**src/rtl/pipe_pkg.sv**
```systemverilog
// Shared types and width constants for the pipeline stage register family.
package pipe_pkg;

    typedef enum logic [1:0] {
        EMPTY = 2'd0,
        ONE   = 2'd1,
        FULL  = 2'd2
    } pipe_state_e;

    localparam int PIPE_DATA_W = 32;
    localparam int PIPE_CTL_W  = 16;
    localparam int PIPE_PERF_W = 32;

endpackage

```
**src/rtl/pipe_stage_ctrl.sv**
```systemverilog
// Handshake / occupancy state machine for pipe_stage_reg; steers the payload
// registers through load_main, load_skid and skid_to_main.
module pipe_stage_ctrl
    import pipe_pkg::*;
#(
    parameter int SKID = 1
) (
    input  logic       clock,
    input  logic       nreset,
    input  logic       flush,
    input  logic       in_valid,
    input  logic       out_ready,
    output logic       in_ready,
    output logic       out_valid,
    output logic       load_main,
    output logic       load_skid,
    output logic       skid_to_main,
    output logic [1:0] occupancy
);

    pipe_state_e state_q, state_d;
    logic        in_fire;
    logic        out_fire;

    assign out_valid = (state_q != EMPTY);
    assign out_fire  = out_valid && out_ready;
    assign in_fire   = in_valid && in_ready;
    assign occupancy = state_q;

    // NOTE: reset is sampled on the clock edge (synchronous), so it lives inside the if/else of the clocked block.
    always_ff @(posedge clock) begin
        if (!nreset) state_q <= EMPTY;
        else         state_q <= state_d;
    end

    if (SKID != 0) begin : g_skid
        logic in_ready_q;

        // Registered ready: it looks one state ahead so FULL is never overrun.
        always_ff @(posedge clock) begin
            if (!nreset) in_ready_q <= 1'b1;
            else         in_ready_q <= (state_d != FULL);
        end

        assign in_ready = in_ready_q;

        always_comb begin
            // NOTE: every output gets a default first so no path can infer a latch.
            state_d      = state_q;
            load_main    = 1'b0;
            load_skid    = 1'b0;
            skid_to_main = 1'b0;
            case (state_q)
                EMPTY: begin
                    if (in_fire) begin
                        load_main = 1'b1;
                        state_d   = ONE;
                    end
                end
                ONE: begin
                    if (in_fire && out_fire) begin
                        load_main = 1'b1;
                    end else if (out_fire) begin
                        state_d = EMPTY;
                    end else if (in_fire) begin
                        load_skid = 1'b1;
                        state_d   = FULL;
                    end
                end
                FULL: begin
                    if (out_fire) begin
                        skid_to_main = 1'b1;
                        state_d      = ONE;
                    end
                end
                default: state_d = EMPTY;
            endcase
            // Flush drops any accepted input and leaves the payload untouched.
            if (flush) begin
                state_d      = EMPTY;
                load_main    = 1'b0;
                load_skid    = 1'b0;
                skid_to_main = 1'b0;
            end
        end
    end else begin : g_single
        assign in_ready = !out_valid || out_ready;

        always_comb begin
            state_d      = state_q;
            load_main    = 1'b0;
            load_skid    = 1'b0;
            skid_to_main = 1'b0;
            if (in_fire) begin
                load_main = 1'b1;
                state_d   = ONE;
            end else if (out_fire) begin
                state_d = EMPTY;
            end
            if (flush) begin
                state_d   = EMPTY;
                load_main = 1'b0;
            end
        end
    end

endmodule

```
**src/rtl/pipe_stage_reg.sv**
```systemverilog
// Parametrised valid/ready pipeline stage with optional skid entry and bubble ctl masking.
// Define PIPE_STAGE_PERF_EN to add saturating stall_cycles / bubble_cycles counters.
module pipe_stage_reg
    import pipe_pkg::*;
#(
    parameter int DATA_W        = PIPE_DATA_W,
    parameter int CTL_W         = PIPE_CTL_W,
    parameter int SKID          = 1,
    parameter int DATA_RST_ZERO = 1
) (
    input  logic              clock,
    input  logic              nreset,
    input  logic              flush,
    input  logic              in_valid,
    output logic              in_ready,
    input  logic [DATA_W-1:0] in_data,
    input  logic [CTL_W-1:0]  in_ctl,
    output logic              out_valid,
    input  logic              out_ready,
    output logic [DATA_W-1:0] out_data,
    output logic [CTL_W-1:0]  out_ctl,
    output logic [1:0]        occupancy
`ifdef PIPE_STAGE_PERF_EN
    ,
    output logic [PIPE_PERF_W-1:0] stall_cycles,
    output logic [PIPE_PERF_W-1:0] bubble_cycles
`endif
);

    logic load_main;
    logic load_skid;
    logic skid_to_main;

    pipe_stage_ctrl #(
        .SKID(SKID)
    ) u_ctrl (
        .clock       (clock),
        .nreset      (nreset),
        .flush       (flush),
        .in_valid    (in_valid),
        .out_ready   (out_ready),
        .in_ready    (in_ready),
        .out_valid   (out_valid),
        .load_main   (load_main),
        .load_skid   (load_skid),
        .skid_to_main(skid_to_main),
        .occupancy   (occupancy)
    );

    logic [DATA_W-1:0] main_data_q, main_data_d, skid_data_q, skid_data_d;
    logic [CTL_W-1:0]  main_ctl_q, main_ctl_d, skid_ctl_q, skid_ctl_d;

    always_comb begin
        main_data_d = main_data_q;
        main_ctl_d  = main_ctl_q;
        if (load_main) begin
            main_data_d = in_data;
            main_ctl_d  = in_ctl;
        end else if (skid_to_main) begin
            main_data_d = skid_data_q;
            main_ctl_d  = skid_ctl_q;
        end
        skid_data_d = load_skid ? in_data : skid_data_q;
        skid_ctl_d  = load_skid ? in_ctl  : skid_ctl_q;
    end

    // Control bits always reset so a stray enable can never leak out of reset.
    always_ff @(posedge clock) begin
        if (!nreset) begin
            main_ctl_q <= '0;
            skid_ctl_q <= '0;
        end else begin
            main_ctl_q <= main_ctl_d;
            skid_ctl_q <= skid_ctl_d;
        end
    end

    if (DATA_RST_ZERO != 0) begin : g_data_rst
        always_ff @(posedge clock) begin
            if (!nreset) begin
                main_data_q <= '0;
                skid_data_q <= '0;
            end else begin
                main_data_q <= main_data_d;
                skid_data_q <= skid_data_d;
            end
        end
    end else begin : g_data_norst
        // NOTE: payload storage without reset is safe because out_valid gates every use of it.
        always_ff @(posedge clock) begin
            main_data_q <= main_data_d;
            skid_data_q <= skid_data_d;
        end
    end

    assign out_data = main_data_q;
    assign out_ctl  = main_ctl_q & {CTL_W{out_valid}};

`ifdef PIPE_STAGE_PERF_EN
    logic [PIPE_PERF_W-1:0] stall_q, stall_d, bubble_q, bubble_d;

    always_comb begin
        stall_d  = stall_q;
        bubble_d = bubble_q;
        if (out_valid && !out_ready && (stall_q != '1)) stall_d  = stall_q + PIPE_PERF_W'(1);
        if (!out_valid && (bubble_q != '1))             bubble_d = bubble_q + PIPE_PERF_W'(1);
    end

    always_ff @(posedge clock) begin
        if (!nreset) begin
            stall_q  <= '0;
            bubble_q <= '0;
        end else begin
            stall_q  <= stall_d;
            bubble_q <= bubble_d;
        end
    end

    assign stall_cycles  = stall_q;
    assign bubble_cycles = bubble_q;
`endif

endmodule

```
**config.mk**
```make
export PLATFORM = sky130hd
export DESIGN_NAME = pipe_stage_reg
export DESIGN_NICKNAME = d
export VERILOG_FILES = /design/src/rtl/pipe_pkg.sv /design/src/rtl/pipe_stage_ctrl.sv /design/src/rtl/pipe_stage_reg.sv
export SDC_FILE = /design/constraint.sdc
export NUM_CORES = 1
export LEC_CHECK = 0
export CORE_ASPECT_RATIO = 0.7
export CORE_UTILIZATION = 30
export CTS_CLUSTER_DIAMETER = 150
export DETAILED_ROUTE_END_ITERATION = 6
export GPL_TIMING_DRIVEN = 1
export SLEW_MARGIN = 20
export SYNTH_ARGS = -nofsm -noshare
export SYNTH_HDL_FRONTEND = slang
export SYNTH_SLANG_ARGS = --single-unit
```
**constraint.sdc**
```tcl
create_clock -name clock -period 2.7 [get_ports clock]
set_clock_uncertainty 0.1 [all_clocks]
set_input_delay 0.81 -clock clock [delete_from_list [all_inputs] [get_ports clock]]
set_output_delay 0.81 -clock clock [all_outputs]
set_load 0.005 [all_outputs]
```
### Signal wires on met1

(3 px per um) Cells faint in the background.
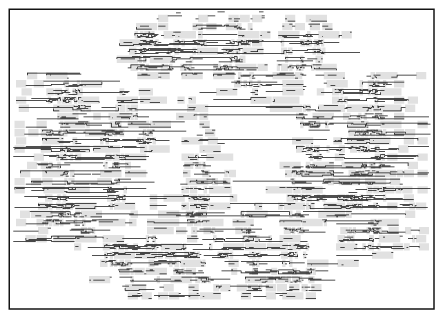
main direction: horizontal
share of all routed wire: 48%
wire length on this layer: 5240 um
longest straight run: 42.3 um
total length of routed wires: 10.87 mm
global routing met1 resource utilization: 20.95%
DR vias: 3777

### Signal wires on met2

(3 px per um)
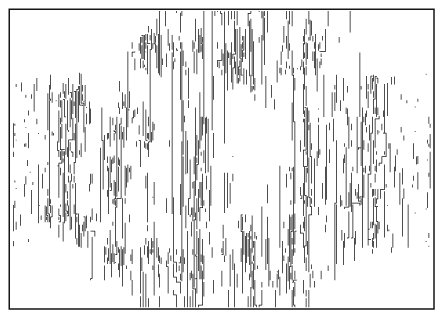
main direction: vertical
share of all routed wire: 46%
nets with wire on the layer: 527
GR met2 Demand/Resource: 26.28%

==> run notes <==
Results of the run.

Setup slack closes at 108.7 ps. The area taken by flip-flops and latches is 1983 um2. The row count is 35.

The share of flip-flops with an asynchronous set or reset is 0%. The cell-mix breakdown from Yosys lists the XOR/XNOR area share as 0%. The layout has 12 clock buffers. After detailed routing, no signal wire sits above met4. The top cell type by area accounts for 48.77% of the synthesized area. The count of yosys warnings during synthesis is 0.

The hold-critical path endpoint is skid_data_q[30]$_SDFFE_PN0P_. The count of final hold-check violations is 0. The routed length per instance is 13.60 um.

The net switching component of the power is 722.0 uW. The total cell area reported by yosys after synthesis is 4064 um2. The worst setup path is of the register to output port kind.

Per the layout area report, the combinational fraction of cell area is 32.84%. The maximum ir drop on the vdd rail is 0.0003235 V. The total routed wire length on the met1 layer is 5.235 mm. Setup repair after global routing left no endpoint under its margin. Registers are responsible for 46.9% of the overall power.

The achievable frequency is 385.9 MHz. Summed over all nets, wire length on met2 after detailed routing comes to 4.974 mm. Buffers inserted to repair hold after CTS numbered 0. The reg-to-reg critical path startpoint is u_ctrl.occupancy[1]$_SDFF_PN0_. The actual slew at the worst max-slew pin is 352.6 ps. Relative to the synthesized area, the layout overhead comes to 40.06%. Sequential cells placed in the final layout were counted as 99. The critical path's largest stage delay is 530 ps. The post-synth count of flops with an enable pin is 0.

The number of global-route vias before repair is 3522. The number of H-tree levels is 3. Detailed-route iteration 0 reported a violation count of 236. In this run, the clock network consumes 42.6% of the power. The synthesized flop and latch total is 99.

The main area contributors are sky130_fd_sc_hd__dfxtp_1 49%, sky130_fd_sc_hd__nand2_1 18%, sky130_fd_sc_hd__a31oi_1 7.4%, sky130_fd_sc_hd__a21boi_0 6.5%, sky130_fd_sc_hd__o21ai_0 5.9%. The endpoint of the lowest-slack register-to-register path is out_data[11]$_SDFFE_PN0P_. The reported leakage power is 0.001891 uW.

The final non-filler cell area is 5692 um2. The number of I/O pins is 105. The chip height is 99.38 um. The final setup violation count is 0.

The aggregate negative setup slack is 0 ps. The cell total after placement is 783. The total number of warnings across the stage logs is 26. Per the synthesis report, the simple-gate share of the synthesized area is 22.48%. The kind of cell with the highest combined delay along the critical path is buffers and inverters. The pre-antenna-repair detailed-routing pass consisted of 5 iterations.

Per the detail_route log, met3 wirelength is 552 um. The commonest cells after synthesis are 194 x sky130_fd_sc_hd__nand2_1, 99 x sky130_fd_sc_hd__dfxtp_1, 48 x sky130_fd_sc_hd__a31oi_1, 48 x sky130_fd_sc_hd__o21ai_0, 35 x sky130_fd_sc_hd__a21boi_0. The internal reg-to-reg setup slack is 740 ps. The latest clock arrival within the worst-skew pair is 340 ps.

The clock-pin transition on the worst setup and hold timing paths is 70 ps. The post-route clock period utilization is 95.97%. The count of multi-input combinational gates is 370. The most common cell in the synthesized netlist is sky130_fd_sc_hd__nand2_1. The critical path endpoint has a required time of 1790 ps. The run finished with clean final reports.

The arithmetic-cell share of the synthesized area counting full adders, half adders and majority gates is 0%. For this run the detailed placement stage logged an HPWL of 7.313 mm. The prevailing logic family in the synthesized netlist is AND-OR/OR-AND gates. The yosys cell count is 514.

The final report lists a non-filler cell total of 799. Input and output buffers added on the ports amount to 104.
### The metal 3 layer

(2 px per um) Cells faint in the background.
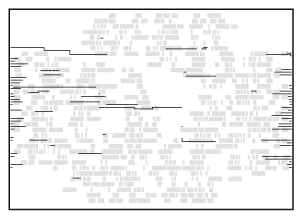
wire length on this layer: 553 um
longest straight run: 41.4 um
main direction: horizontal
nets with wire on the layer: 73
share of all routed wire: 5.1%
met3 usage: 3.755%

No activity file was given, so power comes from the tool's default toggle rates.
